==> src/rtl/hmc_mem_link_init_fsm.sv <==
// Memory-side HMC link bring-up and power-state sequencer: NULL/TS1 training with
// per-lane polarity detection, LXRXPS sleep/wake, and init-timeout reporting on FERR_N.
module hmc_mem_link_init_fsm #(
    parameter int                           DWIDTH        = 256,
    parameter int                           NUM_LANES     = 8,
    parameter logic [DWIDTH/NUM_LANES-1:0]  TS1_WORD      = 'hF0,
    parameter int                           T_NULL_CYC    = 55,
    parameter int                           TS1_MATCH_CNT = 4,
    parameter int                           T_TS1_TIMEOUT = 1024
) (
    input  logic                  hmc_clk,
    input  logic                  hmc_res_n,
    input  logic                  P_RST_N,
    input  logic                  LXRXPS,
    output logic                  LXTXPS,
    output logic                  FERR_N,
    input  logic [DWIDTH-1:0]     rx_data,
    output logic [DWIDTH-1:0]     tx_data,
    input  logic [DWIDTH-1:0]     app_tx_data,
    output logic [DWIDTH-1:0]     app_rx_data,
    output logic [NUM_LANES-1:0]  lane_inv,
    output logic                  link_up
);

    localparam int LANE_W  = DWIDTH / NUM_LANES;
    localparam int CNT_MAX = (T_NULL_CYC > T_TS1_TIMEOUT) ? T_NULL_CYC : T_TS1_TIMEOUT;
    localparam int CNT_W   = $clog2(CNT_MAX + 1);
    localparam int MATCH_W = $clog2(TS1_MATCH_CNT + 1);

    typedef enum logic [2:0] {
        ST_IDLE,
        ST_NULL1,
        ST_TS1,
        ST_NULL2,
        ST_ACTIVE,
        ST_SLEEP,
        ST_ERR
    } state_t;

    state_t                state_q, state_d;
    logic [CNT_W-1:0]      cnt_q, cnt_d;
    logic [MATCH_W-1:0]    match_q, match_d;
    logic [NUM_LANES-1:0]  lane_inv_q, lane_inv_d;
    logic [DWIDTH-1:0]     tx_data_q, tx_data_d;
    logic [DWIDTH-1:0]     app_rx_data_q, app_rx_data_d;
    logic                  lxtxps_q, lxtxps_d;
    logic                  ferr_n_q, ferr_n_d;
    logic                  link_up_q, link_up_d;

    logic [NUM_LANES-1:0]  lane_ok;
    logic [NUM_LANES-1:0]  lane_neg;
    logic                  all_ok;
    logic [DWIDTH-1:0]     inv_mask;

    // A lane is trained if it carries TS1 either straight or polarity-flipped.
    always_comb begin
        lane_ok  = '0;
        lane_neg = '0;
        inv_mask = '0;
        for (int i = 0; i < NUM_LANES; i++) begin
            lane_neg[i] = (rx_data[i*LANE_W +: LANE_W] == ~TS1_WORD);
            lane_ok[i]  = (rx_data[i*LANE_W +: LANE_W] == TS1_WORD) || lane_neg[i];
            inv_mask[i*LANE_W +: LANE_W] = {LANE_W{lane_inv_q[i]}};
        end
        all_ok = &lane_ok;
    end

    always_comb begin
        state_d = state_q;
        unique case (state_q)
            ST_IDLE:   if (P_RST_N) state_d = ST_NULL1;
            ST_NULL1:  if (cnt_q == CNT_W'(T_NULL_CYC - 1)) state_d = ST_TS1;
            ST_TS1: begin
                if (cnt_q == CNT_W'(T_TS1_TIMEOUT - 1))
                    state_d = ST_ERR;
                else if (all_ok && (match_q == MATCH_W'(TS1_MATCH_CNT - 1)))
                    state_d = ST_NULL2;
            end
            ST_NULL2:  if (cnt_q == CNT_W'(T_NULL_CYC - 1)) state_d = ST_ACTIVE;
            ST_ACTIVE: if (!LXRXPS) state_d = ST_SLEEP;
            ST_SLEEP:  if (LXRXPS) state_d = ST_NULL1;
            ST_ERR:    state_d = ST_ERR;
            default:   state_d = ST_IDLE;
        endcase
        if (!P_RST_N)
            state_d = ST_IDLE;

        cnt_d   = (cnt_q == CNT_W'(CNT_MAX)) ? cnt_q : cnt_q + CNT_W'(1);
        match_d = match_q;
        if (state_q == ST_TS1) begin
            if (!all_ok)
                match_d = '0;
            else if (match_q != MATCH_W'(TS1_MATCH_CNT))
                match_d = match_q + MATCH_W'(1);
        end
        if (state_d != state_q) begin
            cnt_d   = '0;
            match_d = '0;
        end

        lane_inv_d = lane_inv_q;
        if (state_q == ST_TS1)
            lane_inv_d = lane_inv_q | lane_neg;
        if ((state_d == ST_NULL1) && (state_q != ST_NULL1))
            lane_inv_d = '0;

        // Outputs follow the next state so they land together with the state change.
        tx_data_d = '0;
        lxtxps_d  = 1'b0;
        ferr_n_d  = 1'b1;
        link_up_d = 1'b0;
        unique case (state_d)
            ST_NULL1:  lxtxps_d = 1'b1;
            ST_TS1: begin
                lxtxps_d  = 1'b1;
                tx_data_d = {NUM_LANES{TS1_WORD}};
            end
            ST_NULL2:  lxtxps_d = 1'b1;
            ST_ACTIVE: begin
                lxtxps_d  = 1'b1;
                link_up_d = 1'b1;
                tx_data_d = app_tx_data;
            end
            ST_ERR: begin
                lxtxps_d = 1'b1;
                ferr_n_d = 1'b0;
            end
            default: lxtxps_d = 1'b0;
        endcase

        app_rx_data_d = rx_data ^ inv_mask;
    end

    always_ff @(posedge hmc_clk or negedge hmc_res_n) begin
        if (!hmc_res_n) begin
            state_q       <= ST_IDLE;
            cnt_q         <= '0;
            match_q       <= '0;
            lane_inv_q    <= '0;
            tx_data_q     <= '0;
            app_rx_data_q <= '0;
            lxtxps_q      <= 1'b0;
            ferr_n_q      <= 1'b1;
            link_up_q     <= 1'b0;
        end else begin
            state_q       <= state_d;
            cnt_q         <= cnt_d;
            match_q       <= match_d;
            lane_inv_q    <= lane_inv_d;
            tx_data_q     <= tx_data_d;
            app_rx_data_q <= app_rx_data_d;
            lxtxps_q      <= lxtxps_d;
            ferr_n_q      <= ferr_n_d;
            link_up_q     <= link_up_d;
        end
    end

    assign LXTXPS      = lxtxps_q;
    assign FERR_N      = ferr_n_q;
    assign tx_data     = tx_data_q;
    assign app_rx_data = app_rx_data_q;
    assign lane_inv    = lane_inv_q;
    assign link_up     = link_up_q;

endmodule

==> config.mk <==
export PLATFORM = sky130hd
export DESIGN_NAME = hmc_mem_link_init_fsm
export DESIGN_NICKNAME = d
export VERILOG_FILES = /design/src/rtl/hmc_mem_link_init_fsm.sv
export SDC_FILE = /design/constraint.sdc
export NUM_CORES = 1
export LEC_CHECK = 0
export ABC_AREA = 1
export CORE_AREA = 2 2 399 401
export CTS_CLUSTER_DIAMETER = 120
export CTS_CLUSTER_SIZE = 30
export DETAILED_ROUTE_END_ITERATION = 7
export DIE_AREA = 0 0 401 403
export PLACE_DENSITY_LB_ADDON = 0.12
export SKIP_LAST_GASP = 1
export SYNTH_ARGS = -nofsm -noshare
export SYNTH_HDL_FRONTEND = slang
export SYNTH_SLANG_ARGS = --single-unit
==> constraint.sdc <==
create_clock -name hmc_clk -period 2.5 [get_ports hmc_clk]
set_input_delay 0.375 -clock hmc_clk [delete_from_list [all_inputs] [get_ports hmc_clk]]
set_output_delay 0.375 -clock hmc_clk [all_outputs]
set_load 0.03 [all_outputs]
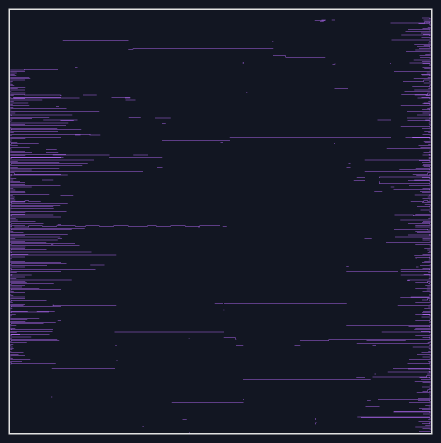
(M3 wires)
The wires run mostly horizontal. The layer carries 10000 µm of wire. The layer holds 9.0% of the routed length. 522 nets have wire on it. The longest straight run is 153 µm.

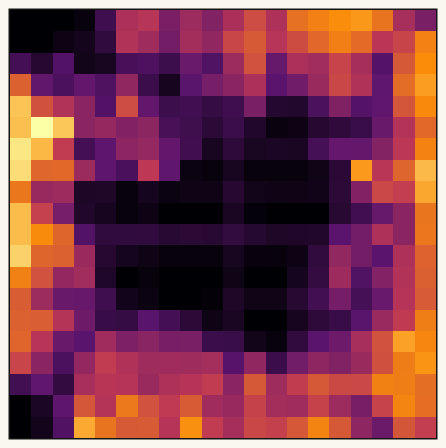
(routed metal per tile)
The die is cut into 20 by 20 equal tiles; black is low, pale yellow is high, scaled to the fullest tile. Values are wire area over tile area, all layers added.
The mean over all tiles is 0.11. The fullest tile reaches 0.33. 6.2% of the tiles are nearly empty. 27% of the tiles are over half the peak.

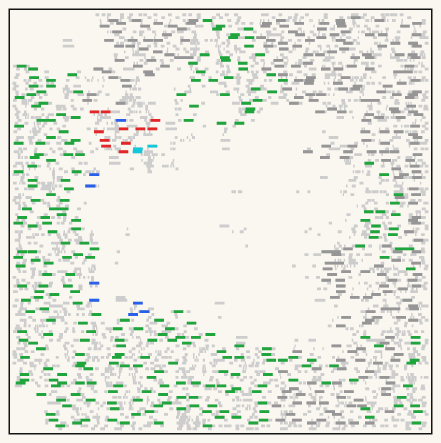
(sequential cells grouped by signal name)
Other sequential cells in the stronger gray, the rest of the logic in the fainter gray.
`lane_inv`: in blue, sequential cells 8. `app_rx_data`: in green, sequential cells 256, where spread over the die. `cnt_q`: in red, sequential cells 11, where top left. `match_q`: in cyan, sequential cells 3.
Another 262 sequential cells are not colored.

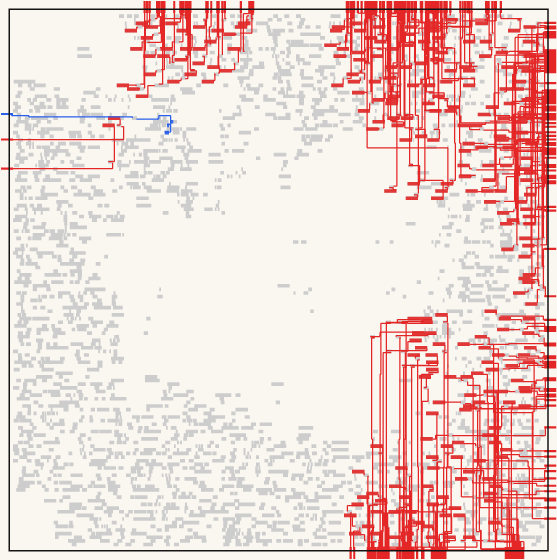
(I/O nets highlighted)
`tx_data`: in red, bits 256, direction output, end cells 256, buffers 256, wire 16600 µm. `P_RST_N`: in blue, bits 1, direction input, end cells 4, buffers 1, wire 142 µm.

==> ds_physical_params.txt <==
Table: implementation figures

Parameter                              Value

Clock network
  Clock tree from TritonCTS    built
  H-Tree Depth    1
  Hold buffers post-CTS    1
  CTS Root Buffer Type    sky130_fd_sc_hd__clkbuf_16
  Number of CTS-inserted buffers    31
  Maximum buffer depth of the clock tree    3
  CTS clock-pin slew for the worst setup and hold paths    0.12 ns
  Later-pin clock latency in the skew report    0.68 ns

Cells and area
  Final instance area    37700 µm²
  Most common library cell in the layout ignoring fill and taps    sky130_fd_sc_hd__clkdlybuf4s50_1
  Logic inverters    roughly 300
  FILL cells    approximately 17000
  # nets final    3887
  Final Instance Count excl. Fillers    5469
  Non-clock buffer count in the final layout    1369
  Non-clock buffering overhead in the final layout    about a third
  Number of antenna diodes    8
  Layout clock buffer count    36
  Register area    13500 µm²
  Fraction of layout cells with a size suffix above 1    between 10% and 20%
  Clock network contribution to total cell area    under 10%

Global route
  Total global routing overflow    0
  M1 GR Usage    between 10% and 20%
  Number of antenna violations at the first check in global routing    32
  Via count of the first global-routing pass    18900
  Met2 Usage GRT    24.1%

Logic synthesis
  Top FF cell, synth    sky130_fd_sc_hd__dfrtp_1
  Number of nets produced by synthesis    2548
  Ao+oa area frac    0.541%
  Synth Seq Share    64.9%
  Simple-gate share of the synthesized area    15.8%
  Yosys synthesis chip area    20800 µm²
  Top cells by instance count after synthesis    sky130_fd_sc_hd__dfrtp_1 (539), sky130_fd_sc_hd__nor2_1 (453), sky130_fd_sc_hd__nand2_1 (310), sky130_fd_sc_hd__inv_1 (297), sky130_fd_sc_hd__xor2_1 (265)
  Multiplexer fraction of the synthesized cell area    0.0481%
  Library cell with the highest instance count after synthesis    sky130_fd_sc_hd__dfrtp_1
  Mapped Cells    a little over 2000
  Synth unique cells    31
  Netlist area before placement    20800 µm²

STA
  Final Skew    0.0418 ns
  Crit path time final    2.36 ns
  Slew @ Worst Pin    0.739 ns
  Unrepaired setup endpoints after global routing    no
  Post-route worst hold slack    0.0341 ns
  Setup tns final    0 ns
  Final-report max-slew violation count    0
  Rel. slew slack    50.7%
  Share of the clock period used by the worst path after layout    94.5%

Die
  Core Area    around 160000 µm²
  Floorplan die height    403 µm
  Overall chip area    162000 µm²
  Die width    401 µm

Power
  Power dissipated in sequential cells    9.02 mW
  Share of total power in the clock network    35.8%
  Leakage power summed over all cells    18.2 nW
  Cell-internal power    13.3 mW
  P_comb    3.01 mW
  Reg power frac    48.1%
  Switching share of power    between 20% and 30%
  Gate power share    16.1%

Detailed routing
  Via Count    17900
  Total length of routed wires    111000 µm
  Routed Antenna Nets    0
  Number of DRC markers after the initial detailed-route iteration    663
  TritonRoute pass-1 iters    4
  Uppermost layer routed    met5
  Met2 Routed Length    56500 µm

Setup path
  Worst path slowest cell    sky130_fd_sc_hd__dlygate4sd2_1
  Most frequent cell on the critical path    sky130_fd_sc_hd__nand2_1
  Reg-to-Reg End    tx_data[123]$_DFF_PN0_
  Worst Reg-to-Reg Cells    14
  Arr. time, crit path    2.91 ns
  Launching element of the worst setup path    rx_data[117]
  Biggest cell delay along the critical path    0.32 ns
  Stages on the worst setup path    23

Worst hold path
  Number of cells traversed by the worst hold path    3

Placed design
  Post-DP HPWL    around 90000 µm
  Setup Slack @ Placement    -1.65 ns
  GP Congestion    slightly below 0.8

Run
  Max Cap Violations    0

Outcome
  Outcome    complete, no violations
Power and IR drop assume default switching activity.
